## src/rtl/serializer_pkg.sv

```systemverilog
// Shared types and helpers for the word serializer.
package serializer_pkg;

    // Frame sequencer states, in the order a frame passes through them.
    typedef enum logic [2:0] {
        IDLE  = 3'd0,
        START = 3'd1,
        DATA  = 3'd2,
        PAR   = 3'd3,
        STOP  = 3'd4
    } state_t;

    // Number of clock cycles one complete frame occupies on the line.
    function automatic int frame_len(input int width, input int parity, input int clks_per_bit);
        return (2 + width + parity) * clks_per_bit;
    endfunction

endpackage

```

## src/rtl/word_fifo.sv

```systemverilog
// Circular word buffer with registered ready and an occupancy count that
// tells full apart from empty when the pointers coincide.
module word_fifo #(
    parameter int WIDTH = 9,
    parameter int DEPTH = 4
) (
    input  logic                     clk,
    input  logic                     rst,
    input  logic [WIDTH-1:0]         wr_data,
    input  logic                     wr_valid,
    output logic                     wr_ready,
    input  logic                     rd_en,
    output logic [WIDTH-1:0]         rd_data,
    output logic                     empty,
    output logic [$clog2(DEPTH):0]   level
);

    localparam int PTR_W = $clog2(DEPTH);
    localparam int LVL_W = PTR_W + 1;
    localparam logic [LVL_W-1:0] LVL_FULL = LVL_W'(DEPTH);

    logic [WIDTH-1:0] mem [DEPTH];
    logic [PTR_W-1:0] wr_ptr_q, wr_ptr_d;
    logic [PTR_W-1:0] rd_ptr_q, rd_ptr_d;
    logic [LVL_W-1:0] level_q, level_d;
    logic             ready_q, ready_d;
    logic             push;
    logic             pop;

    // Accept/pop qualification, pointer advance and occupancy bookkeeping.
    always_comb begin
        push     = wr_valid && ready_q;
        pop      = rd_en && (level_q != '0);
        wr_ptr_d = wr_ptr_q;
        rd_ptr_d = rd_ptr_q;
        level_d  = level_q;
        if (push) begin
            wr_ptr_d = wr_ptr_q + 1'b1;
        end
        if (pop) begin
            rd_ptr_d = rd_ptr_q + 1'b1;
        end
        if (push && !pop) begin
            level_d = level_q + 1'b1;
        end else if (!push && pop) begin
            level_d = level_q - 1'b1;
        end
        // Ready tracks the post-update occupancy so a full buffer can never
        // be written, even when a pop frees a slot in the same cycle.
        ready_d = (level_d != LVL_FULL);
    end

    // Control state; everything clears when reset is asserted.
    always_ff @(posedge clk or posedge rst) begin
        if (rst) begin
            wr_ptr_q <= '0;
            rd_ptr_q <= '0;
            level_q  <= '0;
            ready_q  <= 1'b0;
        end else begin
            wr_ptr_q <= wr_ptr_d;
            rd_ptr_q <= rd_ptr_d;
            level_q  <= level_d;
            ready_q  <= ready_d;
        end
    end

    // Storage array; contents need no reset because occupancy gates reads.
    always_ff @(posedge clk) begin
        if (push) begin
            mem[wr_ptr_q] <= wr_data;
        end
    end

    assign rd_data  = mem[rd_ptr_q];
    assign empty    = (level_q == '0);
    assign level    = level_q;
    assign wr_ready = ready_q;

endmodule

```

## src/rtl/word_serializer.sv

```systemverilog
// Buffers parallel words and sends each as a start/data/parity/stop frame
// on a single idle-high line, LSB first.
module word_serializer
    import serializer_pkg::*;
#(
    parameter int WIDTH        = 9,
    parameter int CLKS_PER_BIT = 4,
    parameter int PARITY       = 1,
    parameter int DEPTH        = 4
) (
    input  logic                     clk,
    input  logic                     rst,
    input  logic [WIDTH-1:0]         in_data,
    input  logic                     in_valid,
    output logic                     in_ready,
    output logic                     tx,
    output logic                     busy,
    output logic                     frame_done,
    output logic [$clog2(DEPTH):0]   level
);

    localparam int CNT_W = $clog2(CLKS_PER_BIT);
    localparam int IDX_W = (WIDTH > 1) ? $clog2(WIDTH) : 1;
    localparam logic [CNT_W-1:0] BAUD_LAST = CNT_W'(CLKS_PER_BIT - 1);
    localparam logic [IDX_W-1:0] IDX_LAST  = IDX_W'(WIDTH - 1);

    state_t           state_q, state_d;
    logic [CNT_W-1:0] baud_q, baud_d;
    logic [IDX_W-1:0] idx_q, idx_d;
    logic [WIDTH-1:0] shift_q, shift_d;
    logic             parity_q, parity_d;
    logic             tx_q, tx_d;
    logic             done_q, done_d;
    logic             baud_end;
    logic             pop;
    logic             fifo_empty;
    logic [WIDTH-1:0] fifo_data;

    word_fifo #(
        .WIDTH (WIDTH),
        .DEPTH (DEPTH)
    ) u_fifo (
        .clk      (clk),
        .rst      (rst),
        .wr_data  (in_data),
        .wr_valid (in_valid),
        .wr_ready (in_ready),
        .rd_en    (pop),
        .rd_data  (fifo_data),
        .empty    (fifo_empty),
        .level    (level)
    );

    // Next-state logic: baud timing, bit stepping, word fetch, and the line
    // value / done strobe for the upcoming cycle so both outputs are flops.
    always_comb begin
        state_d  = state_q;
        idx_d    = idx_q;
        shift_d  = shift_q;
        parity_d = parity_q;
        pop      = 1'b0;
        baud_end = (baud_q == BAUD_LAST);
        baud_d   = baud_end ? '0 : baud_q + 1'b1;

        case (state_q)
            IDLE: begin
                baud_d = '0;
                if (!fifo_empty) begin
                    pop      = 1'b1;
                    shift_d  = fifo_data;
                    parity_d = ^fifo_data;
                    state_d  = START;
                end
            end
            START: begin
                if (baud_end) begin
                    state_d = DATA;
                    idx_d   = '0;
                end
            end
            DATA: begin
                if (baud_end) begin
                    if (idx_q == IDX_LAST) begin
                        state_d = (PARITY != 0) ? PAR : STOP;
                    end else begin
                        shift_d = shift_q >> 1;
                        idx_d   = idx_q + 1'b1;
                    end
                end
            end
            PAR: begin
                if (baud_end) begin
                    state_d = STOP;
                end
            end
            STOP: begin
                if (baud_end) begin
                    // Fetch the next word straight into a start bit so
                    // consecutive frames run with no idle gap.
                    if (!fifo_empty) begin
                        pop      = 1'b1;
                        shift_d  = fifo_data;
                        parity_d = ^fifo_data;
                        state_d  = START;
                    end else begin
                        state_d = IDLE;
                    end
                end
            end
            default: begin
                state_d = IDLE;
                baud_d  = '0;
            end
        endcase

        case (state_d)
            START:   tx_d = 1'b0;
            DATA:    tx_d = shift_d[0];
            PAR:     tx_d = parity_d;
            default: tx_d = 1'b1;
        endcase
        done_d = (state_d == STOP) && (baud_d == BAUD_LAST);
    end

    // Sequencer registers; reset parks the line high and abandons any frame.
    always_ff @(posedge clk or posedge rst) begin
        if (rst) begin
            state_q  <= IDLE;
            baud_q   <= '0;
            idx_q    <= '0;
            shift_q  <= '0;
            parity_q <= 1'b0;
            tx_q     <= 1'b1;
            done_q   <= 1'b0;
        end else begin
            state_q  <= state_d;
            baud_q   <= baud_d;
            idx_q    <= idx_d;
            shift_q  <= shift_d;
            parity_q <= parity_d;
            tx_q     <= tx_d;
            done_q   <= done_d;
        end
    end

    assign tx         = tx_q;
    assign frame_done = done_q;
    assign busy       = (state_q != IDLE);

endmodule

```

## config.mk

```make
export PLATFORM = sky130hd
export DESIGN_NAME = word_serializer
export DESIGN_NICKNAME = d
export VERILOG_FILES = /design/src/rtl/serializer_pkg.sv /design/src/rtl/word_fifo.sv /design/src/rtl/word_serializer.sv
export SDC_FILE = /design/constraint.sdc
export NUM_CORES = 1
export LEC_CHECK = 0
export ABC_AREA = 1
export CAP_MARGIN = 20
export CELL_PAD_IN_SITES_DETAIL_PLACEMENT = 1
export CELL_PAD_IN_SITES_GLOBAL_PLACEMENT = 1
export CORE_UTILIZATION = 41
export CTS_CLUSTER_DIAMETER = 200
export CTS_CLUSTER_SIZE = 25
export DETAILED_ROUTE_END_ITERATION = 16
export HOLD_SLACK_MARGIN = 0.03
export MAX_ROUTING_LAYER = met4
export PLACE_DENSITY = 0.77
export RECOVER_POWER = 50
export SYNTH_ARGS = -nofsm -noshare
export SYNTH_HDL_FRONTEND = slang
export SYNTH_SLANG_ARGS = --single-unit
```

## constraint.sdc

```tcl
create_clock -name clk -period 1.7 [get_ports clk]
set_clock_uncertainty 0.1 [all_clocks]
set_input_delay 0.34 -clock clk [delete_from_list [all_inputs] [get_ports clk]]
set_output_delay 0.34 -clock clk [all_outputs]
set_load 0.01 [all_outputs]
```

==> results.sh, run 1 <==
# implementation run metrics
export IMPL_cts_max_level=3
export IMPL_syn_to_final_growth_pct=40.7
export IMPL_worstSetupPathType="flop to flop"
export IMPL_final_min_period_over_clock_period_pct=111
export IMPL_pwr_density_cell_nw_per_um2=2000
export IMPL_yosysSeqAreaShare_pct=58.8
export IMPL_final_critical_path_setup_slack_ns=-0.187
export IMPL_antenna_violating_nets_post_route=0
export IMPL_ys_flops=65
export IMPL_most_common_cell="sky130_fd_sc_hd__nand2_1"
export IMPL_core_um2=7250
export IMPL_cp_data_arrival_time_ns=2.08
export IMPL_report_final_slew_viol_count=0
export IMPL_first_iter_violations=150
export IMPL_crit_fanout=4
export IMPL_synth_largest_type_area_fraction_pct=35.2
export IMPL_dp_cells=483
export IMPL_cts_reportedPaths_clkPinSlew_ns=0.07
export IMPL_timing_critical_path_slowest_stage_cell="sky130_fd_sc_hd__dfrtp_2"
export IMPL_max_cap_viol_count=0
export IMPL_timing_hold_worst_class="input pin to asynchronous set/reset pin"
export IMPL_ctsRootBufferMaster="sky130_fd_sc_hd__clkbuf_8"
export IMPL_power_total_mw=8.64
export IMPL_antenna_violations_before_repair=0
export IMPL_worst_path_dominant_cell_family="simple AND/OR/NAND/NOR gates"
export IMPL_insertion_delay_ns=0.35
export IMPL_slew_of_the_pin_with_the_lowest_slew_margin_ns=0.684
export IMPL_worstSetupStartpointType="flop"
export IMPL_hpwlAfterDp_um=5520
export IMPL_fp_util_pct=42.4
export IMPL_cp_cell_sequence="clkinv_4 -> clkbuf_16 -> nand2_4 -> nand2_2 -> nand2_1 -> nand2_1 -> nand2_1 -> nand2_1 -> nand2_2 -> nand2_2 -> nand2_2 -> nand2_1 -> nand2_1 -> nand2_2 -> nand2_2 -> nand3_2 -> nand2_1"
export IMPL_finalSetupTns_ns=-0.503
export IMPL_grt_pass1_wl_um=12700
export IMPL_grt_start_max_net_pins=17
export IMPL_place_port_buffers=18
export IMPL_timing_critical_path_required_ns=1.90
export IMPL_finalHoldViolCount=0
export IMPL_n_antenna_cell=0
export IMPL_violations_in_the_final_reports="negative setup slack"
export IMPL_final_cells=514
export IMPL_status="finished with violations"
export IMPL_die_area_um2=7850
export IMPL_critical_path_top_cell_by_count="sky130_fd_sc_hd__nand2_1"
export IMPL_lkg_pwr_nw=2.02
export IMPL_detailedRoute_firstPassIterationCount=4
export IMPL_synth_net_count=350
export IMPL_tritoncts="built"
export IMPL_via_count_of_the_first_global_routing_pass=2608
export IMPL_final_setup_viol_count=5
export IMPL_highest_achievable_clock_rate_mhz=530
export IMPL_gp_routability_congestion=0.775
export IMPL_rsz_0062_raised_after_global_routing="true"
export IMPL_fin_crit_ns=1.89
export IMPL_number_of_buffer_and_inverter_stages_on_the_critical_path=2
export IMPL_preCtsSetupSlack_ns=-0.144
export IMPL_cts_buffers=9
export IMPL_synth_cells_most_frequent="sky130_fd_sc_hd__nand2_1, sky130_fd_sc_hd__inv_1, sky130_fd_sc_hd__edfxtp_1, sky130_fd_sc_hd__dfrtp_1, sky130_fd_sc_hd__nand3_1"
export IMPL_openroad_warnings=35
export IMPL_irDropWorstVdd_v=0.000908
export IMPL_chipWidth_um=88.6
export IMPL_yosys_warnings=0
export IMPL_layout_drive_gt1_share_pct=37.8
export IMPL_synthesis_area_per_instance_um2=9.37
export IMPL_nNetsFinal=432
export IMPL_critical_path_max_stage_delay_ns=0.42
export IMPL_vertical_die_dimension_um=88.6
export IMPL_synth_main_ff_cell="sky130_fd_sc_hd__edfxtp_1"
export IMPL_postCtsHoldBufs=0
export IMPL_clock_path_buffers=2
export IMPL_synthesis_instances=328
export IMPL_std_cell_rows=31
export IMPL_ioPinCount=19
export IMPL_yosys_top_cells_area="sky130_fd_sc_hd__edfxtp_1, sky130_fd_sc_hd__dfrtp_1, sky130_fd_sc_hd__nand2_1"
export IMPL_grt_overflow=0
export IMPL_drc_errors_left=0
export IMPL_synth_distinct_cells=31
export IMPL_cts_sinks=65
export IMPL_async_flop_share_pct=44.6
export IMPL_synth_yosys_num_cells=328
export IMPL_synthesis_area_um2=3070
export IMPL_post_synth_edffs=36
export IMPL_area_leader_netlist="sky130_fd_sc_hd__edfxtp_1"
export IMPL_yosys_area_um2=3070
export IMPL_per_cell_via_count_in_the_routed_design=5.01
export IMPL_slew_headroom_pct=54.4
export IMPL_worst_setup_path_end_kind="flop"
==> run 1: per-layer routing <==
layer	vias to the layer above	global-route usage [%]	share of wire [%]
met4	0	9.09	1.9
met1	1298	28.8	44
met5	-	-	0
li1	1226	-	-
met2	37	37.4	52
met3	15	4.20	2.0
==> run 1: area by class of cell <==
cell class	instances	area, µm²
tap	99	124
fill	818	2930
clock inverter	6	35.0
inverter	45	179
sequential	65	1810
timing repair buffer	78	673
clock buffer	10	128
multi-input combinational	211	1380
==> run 1: report_power, final <==
group          internal (mW)  leakage [nW]  total (mW)  switching, mW
Sequential              2.15         0.686        2.40          0.252
Clock                  0.516        0.0734        1.13          0.619
Combinational           2.24          1.26        5.10           2.86
Total                   4.90          2.02        8.64           3.73
==> run 1: metrics by stage <==
| stage | hold slack (ns) | util (%) | instance area (µm²) |
|---|---|---|---|
| 6_report | 0.206 | 59.6 | 4320 |
| 5_1_grt | 0.218 | 59.6 | 4320 |
| 4_1_cts | 0.0624 | 54.4 | 3950 |
| 3_5_place_dp | 0.346 | 51.1 | 3710 |
| 3_3_place_gp | 0.337 | 51.1 | 3710 |
| 2_1_floorplan | 0.317 | - | 3090 |
==> run 1: cells in the final DEF, fill, tap and decap left out, drive strengths merged, types with 4 or more instances in the layout <==
cell	Yosys	final
nand2	112	112
buf	7	58
inv	45	44
edfxtp	36	36
dfrtp	28	28
nand3	28	28
nor2	21	21
clkbuf	0	13
ha	10	10
dlygate4sd3	0	9
o21ai	7	7
xor2	6	6
o221ai	5	5
nor3	4	4
clkinv	0	4
==> run 1: kinds of logic after synthesis <==
| family | Yosys count | synth area share (%) |
|---|---|---|
| AND-OR/OR-AND | 24 | 5.58 |
| XOR/XNOR | 7 | 1.99 |
| adder cells (fa/ha/maj) | 10 | 4.07 |
| buffers and inverters | 52 | 6.76 |
| flip-flops | 65 | 58.8 |
| AND/OR/NAND/NOR | 170 | 22.8 |
==> run 1: final timing paths <==
check | depth (start not counted) | end | from | slack (ns)
min | 2 | u_fifo.wr_ptr_q[0]$_DFFE_PP0P_ | rst | 0.21
max reg2reg | 17 | tx$_DFF_PP1_ | u_fifo.rd_ptr_q[0]$_DFFE_PP0P_ | -0.19
max | 17 | tx$_DFF_PP1_ | u_fifo.rd_ptr_q[0]$_DFFE_PP0P_ | -0.19
min reg2reg | 1 | baud_q[0]$_DFF_PP0_ | baud_q[0]$_DFF_PP0_ | 0.39
max in group asynchronous | 3 | idx_q[2]$_DFFE_PP0P_ | rst | 0.45
min in group clk | 1 | baud_q[0]$_DFF_PP0_ | baud_q[0]$_DFF_PP0_ | 0.39
==> run 1: state kept, by name (all words and copies together), names as in the netlist, 2 cells and up <==
signal and cells:
baud_q 2, idx_q 4, shift_q 9, state_q 3, u_fifo.level 3, u_fifo.mem 36
u_fifo.rd_ptr_q 2, u_fifo.wr_ptr_q 2
==> run 1: timing repair <==
action                                 4_1_cts  5_1_grt
endpoints found under the hold margin        0        0
pin swaps                                    6       36
gates resized                               28       82
gates cloned                                 0        2
buffers inserted                             3       10
setup endpoints to repair                   14       21
Figure 1. Signal wires on met1 (run 1).
Scale: 6 px per µm. Supply wires on this layer in grey.
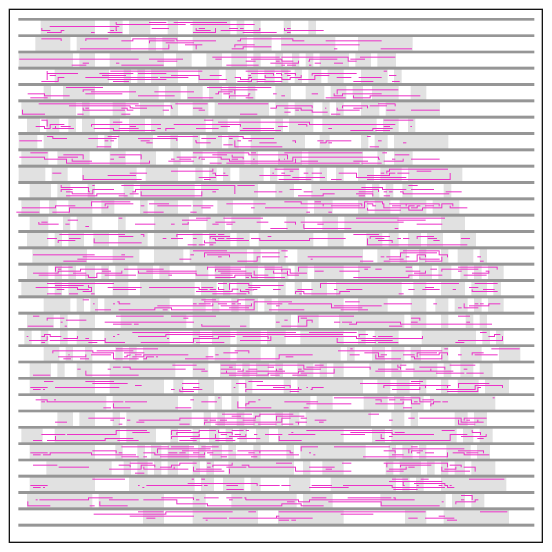
- share of all routed wire: 44%
- longest straight run: 29.4 µm
- wire length on this layer: 3,840 µm
grt met1 use: 28.8%
vias after detailed routing: 2,576
detailed-route wire length: 8720 µm

Figure 2. Met4 routing (run 1).
Scale: 6 px per µm. Supply wires on this layer in grey.
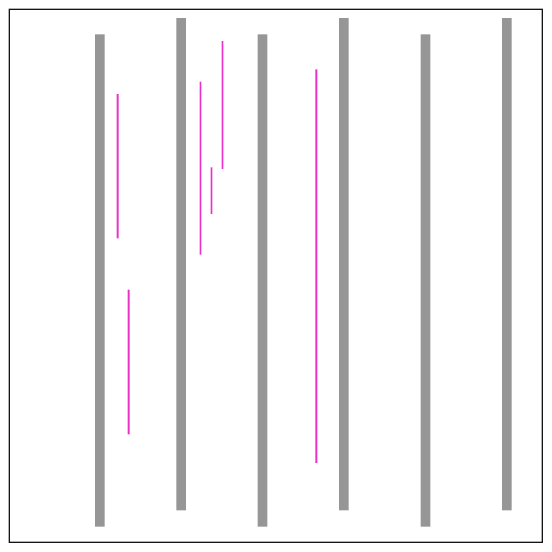
- main direction: vertical
- nets with wire on the layer: 3
- share of all routed wire: 2.0%
- longest straight run: 65.3 µm
- wire length on this layer: 170 µm

Figure 3. Routing congestion (run 1).
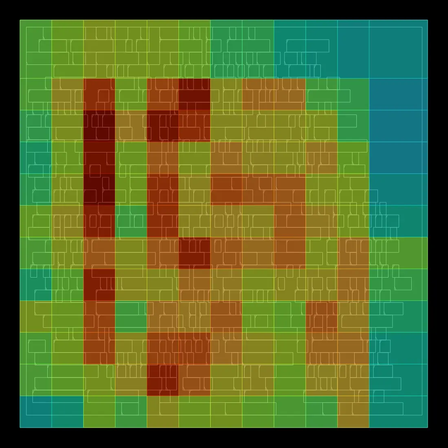
Top Usage Layer GRT: met2
mean routed wirelength per cell: 17.0 µm
Global Route met2 Usage: 37.4%
Final Util: 59.6%
overall global routing resource usage: 23.1%

Figure 4. Metal layers overlaid (run 1).
Scale: 6 px per µm. Only two layers are drawn.
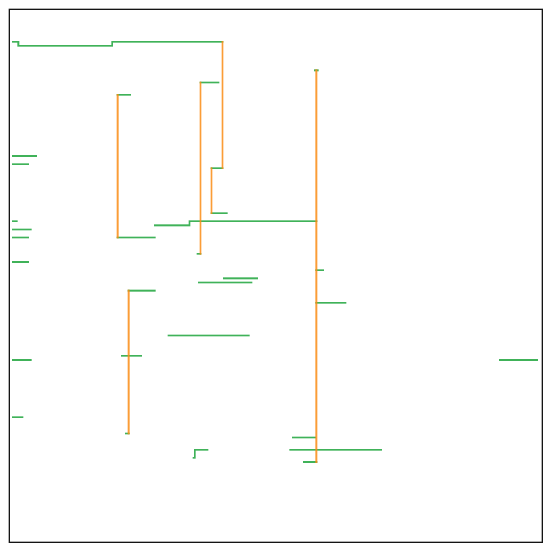

## Run 2: what changed since run 1
Settings changed: SETUP_SLACK_MARGIN from default to 0.15.
Figure 5. Metal layers overlaid (run 2).
Scale: 6 px per µm. Only two layers are drawn.
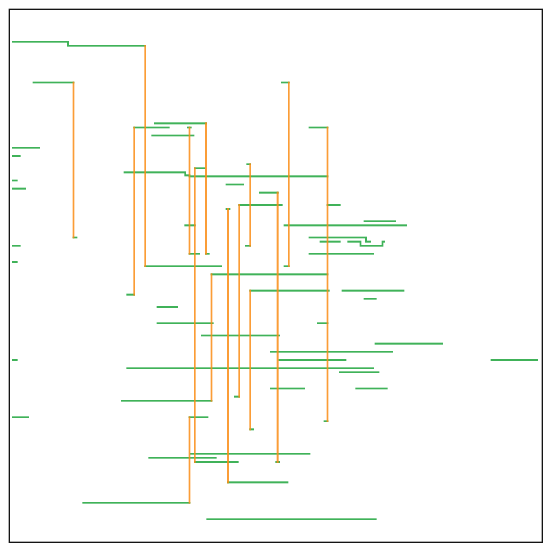
- green: metal 3 (wire length 488 µm)
- orange: metal 4 (wire length 456 µm)

==> run 2 against run 1 <==
The run still ends with negative setup slack left. Area after synthesis unchanged. Clock-buffer cell count shrank 1. Worst hold slack gained 0.15 ns. Sequential share of layout area down 3.0 points. Combinational power rose by 29%. Global-route usage is 4.4 points higher. Utilization grew 4.7 points. Largest cell class unchanged.
==> results.sh, run 2 <==
# implementation run metrics
export IMPL_max_cap_viol_count=0
export IMPL_synthesis_instances=328
export IMPL_grt_overflow=0
export IMPL_grt_start_max_net_pins=19
export IMPL_worstSetupPathType="flop to flop"
export IMPL_xor_share_pct=1.99
export IMPL_dp_cells=478
export IMPL_post_synth_edffs=36
export IMPL_postCtsHoldBufs=0
export IMPL_power_frac_clock_pct=11.5
export IMPL_layout_drive_gt1_share_pct=49.1
export IMPL_openroad_warnings=35
export IMPL_cp_cell_sequence="inv_2 -> ha_4 -> inv_4 -> nor2_4 -> nor2_4 -> inv_4 -> buf_6 -> nand3_1 -> o221ai_2 -> o21ai_1 -> nand2_1"
export IMPL_top_register="u_fifo.mem"
export IMPL_detailedRoute_firstPassIterationCount=4
export IMPL_main_logic_family_after_synthesis="simple AND/OR/NAND/NOR gates"
export IMPL_report_final_slew_viol_count=0
export IMPL_cts_max_level=3
export IMPL_final_hold_worst_slack_ns=0.355
export IMPL_timing_critical_path_slowest_stage_cell="sky130_fd_sc_hd__dfrtp_1"
export IMPL_cts_reportedPaths_clkPinSlew_ns=0.08
export IMPL_synth_cells_most_frequent="sky130_fd_sc_hd__nand2_1, sky130_fd_sc_hd__inv_1, sky130_fd_sc_hd__edfxtp_1, sky130_fd_sc_hd__dfrtp_1, sky130_fd_sc_hd__nand3_1"
export IMPL_postLayoutCoreUtil_pct=64.3
export IMPL_clock_path_buffers=2
export IMPL_pwr_density_cell_nw_per_um2=2190
export IMPL_slew_of_the_pin_with_the_lowest_slew_margin_ns=0.504
export IMPL_lkg_pwr_nw=2.09
export IMPL_cts_sinks=65
export IMPL_pwr_share_comb_pct=64.2
export IMPL_drc_errors_left=0
export IMPL_area_leader_netlist="sky130_fd_sc_hd__edfxtp_1"
export IMPL_via_count_of_the_first_global_routing_pass=2876
export IMPL_final_min_period_over_clock_period_pct=119
export IMPL_largest_registers="u_fifo.mem: 36 flops, shift_q: 9 flops, idx_q: 4 flops"
export IMPL_timing_critical_path_required_ns=1.87
export IMPL_largest_register_ffs=36
export IMPL_antenna_violating_nets_post_route=0
export IMPL_syn_to_final_growth_pct=51.8
export IMPL_timing_hold_worst_class="input pin to asynchronous set/reset pin"
export IMPL_mostFrequentLayoutCells="sky130_fd_sc_hd__nand2_1, sky130_fd_sc_hd__nand2_2, sky130_fd_sc_hd__buf_4"
export IMPL_nNetsFinal=440
export IMPL_synthesis_area_um2=3070
export IMPL_worstSetupStartpointType="flop"
export IMPL_cts_buffers=9
export IMPL_chipWidth_um=88.6
export IMPL_most_common_cell="sky130_fd_sc_hd__nand2_1"
export IMPL_fp_util_pct=42.4
export IMPL_vertical_die_dimension_um=88.6
export IMPL_core_um2=7250
export IMPL_synthSimpleGateAreaFrac_pct=22.8
export IMPL_final_critical_path_setup_slack_ns=-0.328
export IMPL_avgRoutedWirePerCell_um=23.3
export IMPL_finalSetupTns_ns=-2.56
export IMPL_synth_net_count=350
export IMPL_place_port_buffers=18
export IMPL_p_int_mw=5.50
export IMPL_tritoncts="built"
export IMPL_yosysSeqAreaShare_pct=58.8
export IMPL_final_setup_viol_count=18
export IMPL_critical_path_max_stage_delay_ns=0.42
export IMPL_and_or_or_and_share_of_the_synthesized_area_pct=5.58
export IMPL_switching_share_of_total_power_pct=46.2
export IMPL_highest_achievable_clock_rate_mhz=493
export IMPL_slew_headroom_pct=66.4
export IMPL_worst_path_dominant_cell_family="simple AND/OR/NAND/NOR gates"
export IMPL_async_flop_share_pct=44.6
export IMPL_yosys_area_um2=3070
export IMPL_p_switching_mw=4.73
export IMPL_final_cells=521
export IMPL_synth_yosys_num_cells=328
export IMPL_synthesis_area_per_instance_um2=9.37
export IMPL_ys_flops=65
export IMPL_preCtsSetupSlack_ns=-0.170
export IMPL_rsz_0062_raised_after_global_routing="true"
export IMPL_synth_main_ff_cell="sky130_fd_sc_hd__edfxtp_1"
export IMPL_dpl_cell_area_um2=3720
export IMPL_p_seq_share_pct=24.3
export IMPL_yosys_top_cells_area="sky130_fd_sc_hd__edfxtp_1, sky130_fd_sc_hd__dfrtp_1, sky130_fd_sc_hd__nand2_1"
export IMPL_irDropWorstVdd_v=0.00125
export IMPL_grt_pass1_wl_um=14900
export IMPL_lay_top_count="sky130_fd_sc_hd__nand2_1"
export IMPL_insertion_delay_ns=0.35
export IMPL_crit_fanout=8
export IMPL_ioPinCount=19
export IMPL_std_cell_rows=31
export IMPL_power_total_mw=10.2
export IMPL_multiplexer_fraction_of_the_synthesized_cell_area_pct=0
export IMPL_fin_crit_ns=2.03
export IMPL_hpwlAfterDp_um=5280
export IMPL_worst_setup_path_end_kind="flop"
export IMPL_status="finished with violations"
export IMPL_per_cell_via_count_in_the_routed_design=5.41
export IMPL_synth_distinct_cells=31
export IMPL_fin_area_um2=4670
export IMPL_fa_ha_area_share_pct=4.07
export IMPL_synth_largest_type_area_fraction_pct=35.2
export IMPL_ctsRootBufferMaster="sky130_fd_sc_hd__clkbuf_8"
export IMPL_finalHoldViolCount=0
export IMPL_violations_in_the_final_reports="negative setup slack"
export IMPL_gp_routability_congestion=0.768
export IMPL_yosys_warnings=0
export IMPL_die_area_um2=7850
export IMPL_first_iter_violations=191
export IMPL_antenna_violations_before_repair=0
export IMPL_cp_data_arrival_time_ns=2.20
export IMPL_n_antenna_cell=0
export IMPL_grt_util_all_layers_pct=27.5
export IMPL_number_of_buffer_and_inverter_stages_on_the_critical_path=4
Figure 6. Met4 routing (run 2).
Scale: 6 px per µm. Supply wires on this layer in grey.
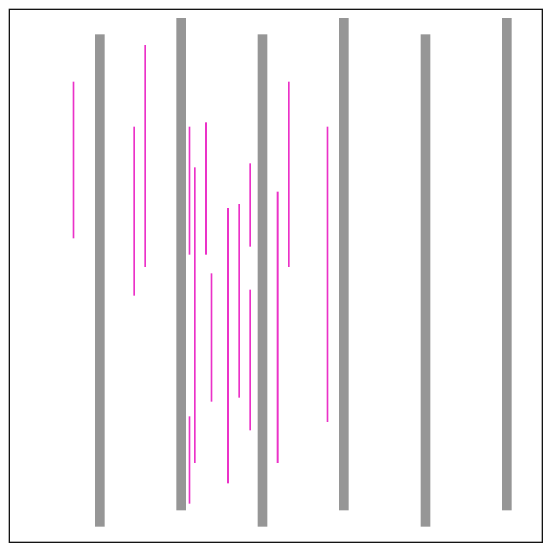
detailed-route wire length: 12,200 µm
vias after detailed routing: 2,820

-- run 2: cell counts after synthesis --
Identical to the previous run, type by type.
-- run 2: repair_timing --
item                                   CTS  global route
setup buffers                           11            14
cloned                                   2             1
resized                                 77           115
pin swaps                               11            49
setup endpoints to repair               29            36
endpoints found under the hold margin    0             0
-- run 2: layout make-up --
cell class	count	area, µm²
fill	766	2590
sequential	65	1810
multi-input combinational	211	1530
timing repair buffer	86	850
inverter	45	189
clock buffer	9	124
tap	99	124
clock inverter	6	36.3
-- run 2: worst paths after layout --
check / depth (start not counted) / slack [ns] / end / from
min in group clk: 2 / 0.45 / shift_q[6]$_DFFE_PP0P_ / shift_q[6]$_DFFE_PP0P_
setup reg to reg: 11 / -0.33 / tx$_DFF_PP1_ / u_fifo.level[0]$_DFF_PP0_
setup / recovery: 11 / -0.33 / tx$_DFF_PP1_ / u_fifo.level[0]$_DFF_PP0_
max in group asynchronous: 3 / 0.27 / u_fifo.rd_ptr_q[0]$_DFFE_PP0P_ / rst
hold / removal: 2 / 0.35 / u_fifo.wr_ready$_DFF_PP0_ / rst
hold reg to reg: 2 / 0.45 / shift_q[6]$_DFFE_PP0P_ / shift_q[6]$_DFFE_PP0P_
-- run 2: worst register-to-register path, delay by kind of cell, from the launching register on --
kind                       cells  cell delay (ns)
adders and majority gates      1             0.17
and+or+nand+nor                4             0.52
buffers and inverters          4             0.39
AOI/OAI and AO/OA              2             0.35
DFF                            1             0.42
-- run 2: metal layers --
layer	vias to the layer above	part of all wire, %	GRT usage, %
met2	90	55	49.1
met1	1452	38	30.4
met4	0	3.8	13.0
met5	-	0	-
li1	1243	-	-
met3	35	4.0	3.45
-- run 2: cells by family after synthesis --
| group | after synthesis |
|---|---|
| and+or+nand+nor | 170 |
| DFF | 65 |
| buffers and inverters | 52 |
| AOI/OAI and AO/OA | 24 |
| adders and majority gates | 10 |
| xor gates and xnor gates | 7 |
-- run 2: power by group through the flow --
stage          Sequential, mW  Clock (mW)  Combinational (mW)
6_report                 2.49        1.18                6.57
3_5_place_dp             2.37           0                3.80
5_1_grt                  2.51        1.22                6.93
2_1_floorplan            2.38           0                2.26
3_3_place_gp             2.35           0                3.60
4_1_cts                  2.38        1.11                4.62
Figure 7. Signal wires on met1 (run 2).
Scale: 6 px per µm. Supply wires on this layer in grey.
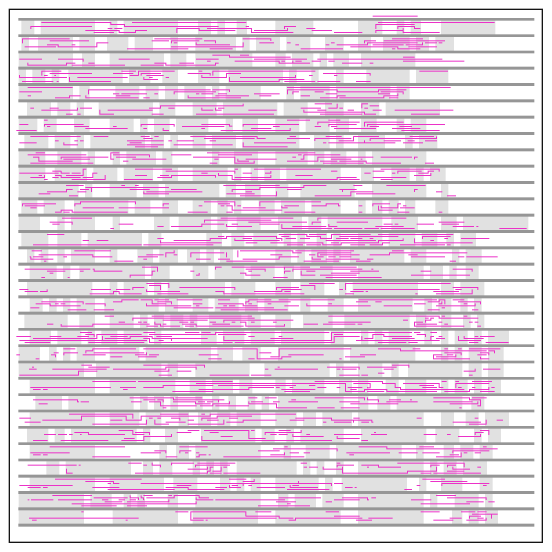

## Run 3: what changed since run 2
Settings changed: CORE_MARGIN from default to 2.
Figure 8. Signal wires on met1 (run 3).
Scale: 6 px per µm. Supply wires on this layer in grey.
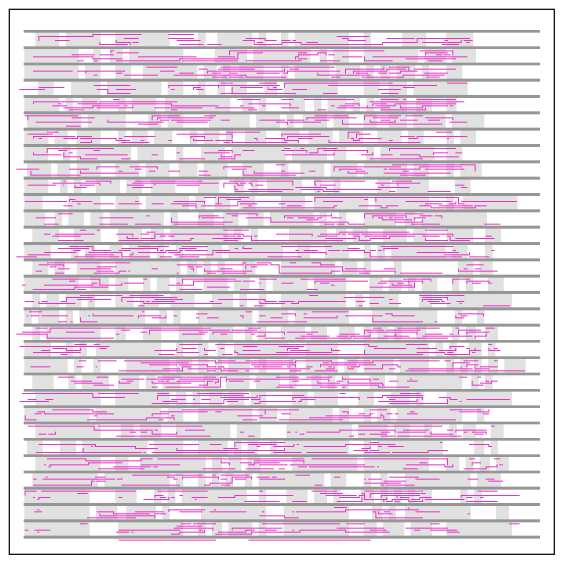
detailed-route wire length: 12,700 µm
grt met1 use: 27.9%
vias after detailed routing: 2,894

Figure 9. Met4 routing (run 3).
Scale: 4 px per µm. Supply wires on this layer in grey.
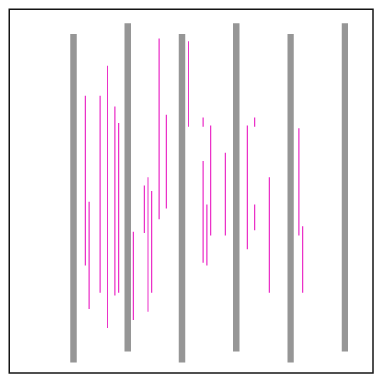
- wire length on this layer: 653 µm
- main direction: vertical
- longest straight run: 65.3 µm
- share of all routed wire: 5.1%
- nets with wire on the layer: 20

==> run 3 against run 2 <==
The flow still finishes with violations (negative setup slack). Sequential share of layout area down 0.65 points. Power up 3.6%. Non-clock buffer count up 9. Critical path depth up 6. Sequential cell count unchanged. First-iteration DRC count down 25%. Final cell count up 1.9%. Sequential power about the same. Fmax down 8.6%. Utilization up 1.1 points. Worst hold slack better by 0.12 ns. Cell area up 1.6%.
==> results.sh, run 3 <==
# implementation run metrics
export IMPL_insertion_delay_ns=0.36
export IMPL_n_antenna_cell=0
export IMPL_report_final_slew_viol_count=0
export IMPL_mostFrequentLayoutCells="sky130_fd_sc_hd__nand2_1, sky130_fd_sc_hd__buf_4, sky130_fd_sc_hd__edfxtp_1"
export IMPL_dpl_cell_area_um2=3710
export IMPL_nNetsFinal=449
export IMPL_die_area_um2=8210
export IMPL_cts_buffers=9
export IMPL_clock_path_buffers=2
export IMPL_via_count_of_the_first_global_routing_pass=2943
export IMPL_timing_critical_path_required_ns=1.89
export IMPL_std_cell_rows=31
export IMPL_async_flop_share_pct=44.6
export IMPL_synthSimpleGateAreaFrac_pct=22.8
export IMPL_ys_flops=65
export IMPL_preCtsSetupSlack_ns=-0.147
export IMPL_final_critical_path_setup_slack_ns=-0.520
export IMPL_largest_registers="u_fifo.mem: 36 flops, shift_q: 9 flops, idx_q: 4 flops"
export IMPL_status="finished with violations"
export IMPL_detailedRoute_firstPassIterationCount=4
export IMPL_cts_max_level=3
export IMPL_synth_main_ff_cell="sky130_fd_sc_hd__edfxtp_1"
export IMPL_yosysSeqAreaShare_pct=58.8
export IMPL_layout_drive_gt1_share_pct=46.5
export IMPL_final_min_period_over_clock_period_pct=131
export IMPL_dp_cells=480
export IMPL_crit_fanout=7
export IMPL_final_hold_worst_slack_ns=0.471
export IMPL_worst_setup_path_end_kind="flop"
export IMPL_highest_achievable_clock_rate_mhz=451
export IMPL_yosys_top_cells_area="sky130_fd_sc_hd__edfxtp_1, sky130_fd_sc_hd__dfrtp_1, sky130_fd_sc_hd__nand2_1"
export IMPL_main_logic_family_after_synthesis="simple AND/OR/NAND/NOR gates"
export IMPL_yosys_area_um2=3070
export IMPL_finalHoldViolCount=0
export IMPL_postLayoutCoreUtil_pct=65.4
export IMPL_multiplexer_fraction_of_the_synthesized_cell_area_pct=0
export IMPL_cts_reportedPaths_clkPinSlew_ns=0.09
export IMPL_globalRouteMet3Util_pct=5.18
export IMPL_fp_util_pct=42.4
export IMPL_first_iter_violations=144
export IMPL_synth_net_count=350
export IMPL_synthesis_area_per_instance_um2=9.37
export IMPL_worstSetupPathType="flop to flop"
export IMPL_grt_busiest_layer="met2"
export IMPL_finalSetupTns_ns=-2.52
export IMPL_power_total_mw=10.6
export IMPL_avgRoutedWirePerCell_um=23.9
export IMPL_cp_data_arrival_time_ns=2.41
export IMPL_ctsRootBufferMaster="sky130_fd_sc_hd__clkbuf_8"
export IMPL_gp_routability_congestion=0.774
export IMPL_timing_hold_worst_class="flop to flop"
export IMPL_fin_area_um2=4740
export IMPL_final_setup_viol_count=17
export IMPL_cts_sinks=65
export IMPL_xor_share_pct=1.99
export IMPL_synth_yosys_num_cells=328
export IMPL_ioPinCount=19
export IMPL_synthesis_area_um2=3070
export IMPL_area_leader_netlist="sky130_fd_sc_hd__edfxtp_1"
export IMPL_per_cell_via_count_in_the_routed_design=5.45
export IMPL_chipWidth_um=90.6
export IMPL_violations_in_the_final_reports="negative setup slack"
export IMPL_synthesis_instances=328
export IMPL_slew_headroom_pct=45.2
export IMPL_worstSetupStartpointType="flop"
export IMPL_fin_crit_ns=2.22
export IMPL_global_route_usage_met2_pct=44.0
export IMPL_lay_top_count="sky130_fd_sc_hd__nand2_1"
export IMPL_most_common_cell="sky130_fd_sc_hd__nand2_1"
export IMPL_fa_ha_area_share_pct=4.07
export IMPL_yosys_warnings=0
export IMPL_irDropWorstVdd_v=0.00131
export IMPL_antenna_violating_nets_post_route=0
export IMPL_slew_of_the_pin_with_the_lowest_slew_margin_ns=0.823
export IMPL_synth_distinct_cells=31
export IMPL_synth_cells_most_frequent="sky130_fd_sc_hd__nand2_1, sky130_fd_sc_hd__inv_1, sky130_fd_sc_hd__edfxtp_1, sky130_fd_sc_hd__dfrtp_1, sky130_fd_sc_hd__nand3_1"
export IMPL_vertical_die_dimension_um=90.6
export IMPL_grt_util_all_layers_pct=25.0
export IMPL_post_synth_edffs=36
export IMPL_synth_largest_type_area_fraction_pct=35.2
export IMPL_final_cells=531
export IMPL_top_register="u_fifo.mem"
export IMPL_grt_pass1_wl_um=15100
export IMPL_place_port_buffers=18
export IMPL_antenna_violations_before_repair=0
export IMPL_largest_register_ffs=36
export IMPL_rsz_0062_raised_after_global_routing="true"
export IMPL_grt_start_max_net_pins=30
export IMPL_lkg_pwr_nw=2.16
export IMPL_max_cap_viol_count=0
export IMPL_drc_errors_left=0
export IMPL_tritoncts="built"
export IMPL_syn_to_final_growth_pct=54.3
export IMPL_pwr_density_cell_nw_per_um2=2240
export IMPL_hpwlAfterDp_um=5440
export IMPL_grt_overflow=0
export IMPL_and_or_or_and_share_of_the_synthesized_area_pct=5.58
export IMPL_core_um2=7250
export IMPL_openroad_warnings=35
export IMPL_postCtsHoldBufs=0
==> run 3: layout make-up <==
cell class | instances | area (µm²)
clock buffer | 9 | 124
clock inverter | 7 | 101
fill | 775 | 2510
inverter | 45 | 176
multi-input combinational | 211 | 1510
sequential | 65 | 1810
tap | 99 | 124
timing repair buffer | 95 | 903
==> run 3: final timing paths <==
| check | from | slack, ns | to | depth (start not counted) |
|---|---|---|---|---|
| min in group asynchronous | rst | 0.64 | u_fifo.wr_ptr_q[0]$_DFFE_PP0P_ | 3 |
| worst min register to register | shift_q[6]$_DFFE_PP0P_ | 0.47 | shift_q[5]$_DFFE_PP0P_ | 2 |
| worst min-delay path | shift_q[6]$_DFFE_PP0P_ | 0.47 | shift_q[5]$_DFFE_PP0P_ | 2 |
| worst max register to register | u_fifo.rd_ptr_q[0]$_DFFE_PP0P_ | -0.52 | tx$_DFF_PP1_ | 17 |
| worst max-delay path | u_fifo.rd_ptr_q[0]$_DFFE_PP0P_ | -0.52 | tx$_DFF_PP1_ | 17 |
| max in group asynchronous | rst | 0.28 | state_q[2]$_DFF_PP0_ | 3 |
==> run 3: kinds of logic after synthesis <==
group                      count (synthesis)
and+or+nand+nor                          170
xor gates and xnor gates                   7
buffers and inverters                     52
AOI/OAI and AO/OA                         24
adders and majority gates                 10
DFF                                       65
==> run 3: critical path, cell delays in order (launching register included) <==
cell and delay, ns:
sky130_fd_sc_hd__dfrtp_1 0.43, sky130_fd_sc_hd__inv_2 0.16, sky130_fd_sc_hd__buf_12 0.15, sky130_fd_sc_hd__nand2_1 0.08, sky130_fd_sc_hd__nand2_1 0.08, sky130_fd_sc_hd__nand2_1 0.07, sky130_fd_sc_hd__nand2_2 0.09, sky130_fd_sc_hd__nand2_1 0.09
sky130_fd_sc_hd__nand2_2 0.08, sky130_fd_sc_hd__nand2_2 0.09, sky130_fd_sc_hd__nand2_2 0.08, sky130_fd_sc_hd__nand2_2 0.07, sky130_fd_sc_hd__nand2_1 0.08, sky130_fd_sc_hd__nand2_1 0.12, sky130_fd_sc_hd__nand2_2 0.13, sky130_fd_sc_hd__nand2_2 0.07
sky130_fd_sc_hd__nand3_2 0.09, sky130_fd_sc_hd__nand2_1 0.08
==> run 3: power breakdown <==
group | total [mW] | switching [mW] | internal, mW
sequential | 2.46 | 0.312 | 2.15
combinational | 6.57 | 3.76 | 2.80
clock | 1.57 | 0.733 | 0.839
total | 10.6 | 4.81 | 5.79
==> run 3: metal layers <==
metal  routed length (µm)  part of all wire [%]
met2                 6710                    53
met4                  652                   5.1
met5                    0                     0
met1                 4750                    37
met3                  569                   4.5
==> run 3: what timing repair did <==
item,4_1_cts,5_1_grt
cloned,0,2
pin swaps,18,30
buffers inserted,14,19
endpoints found under the setup margin,28,35
resized,84,93
endpoints found under the hold margin,0,0

==> gallery <==
Sequential cells coloured by netlist name.
(a)
Scale: 4 px per µm. Other sequential cells in the stronger grey, the rest of the logic in the fainter grey.
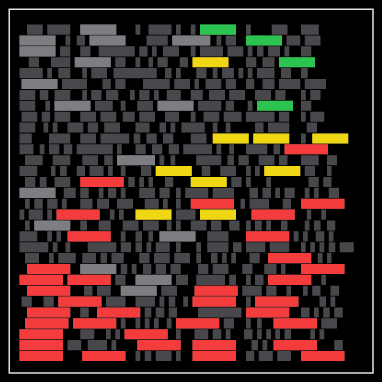
(b)
Scale: 6 px per µm. Other sequential cells in the stronger grey, the rest of the logic in the fainter grey.
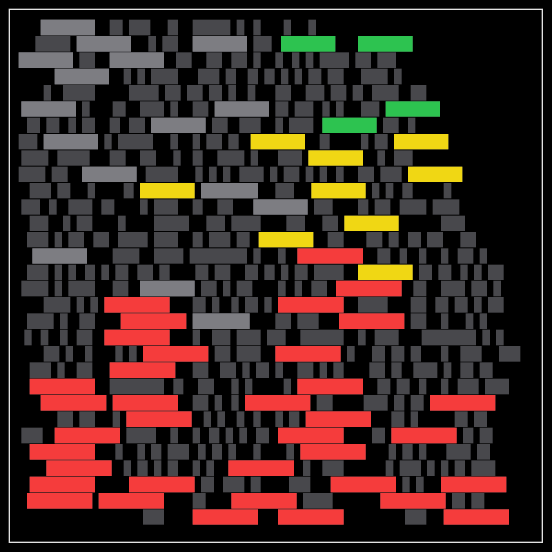
Run 3 is (a).
Run 1 is (b).

Key to (b):
- yellow: shift_q (placed flops 9)
- red: u_fifo.mem (placed flops 36)
- green: idx_q (placed flops 4)
- not coloured: 16

No activity file was given, so power comes from the tool's default toggle rates.
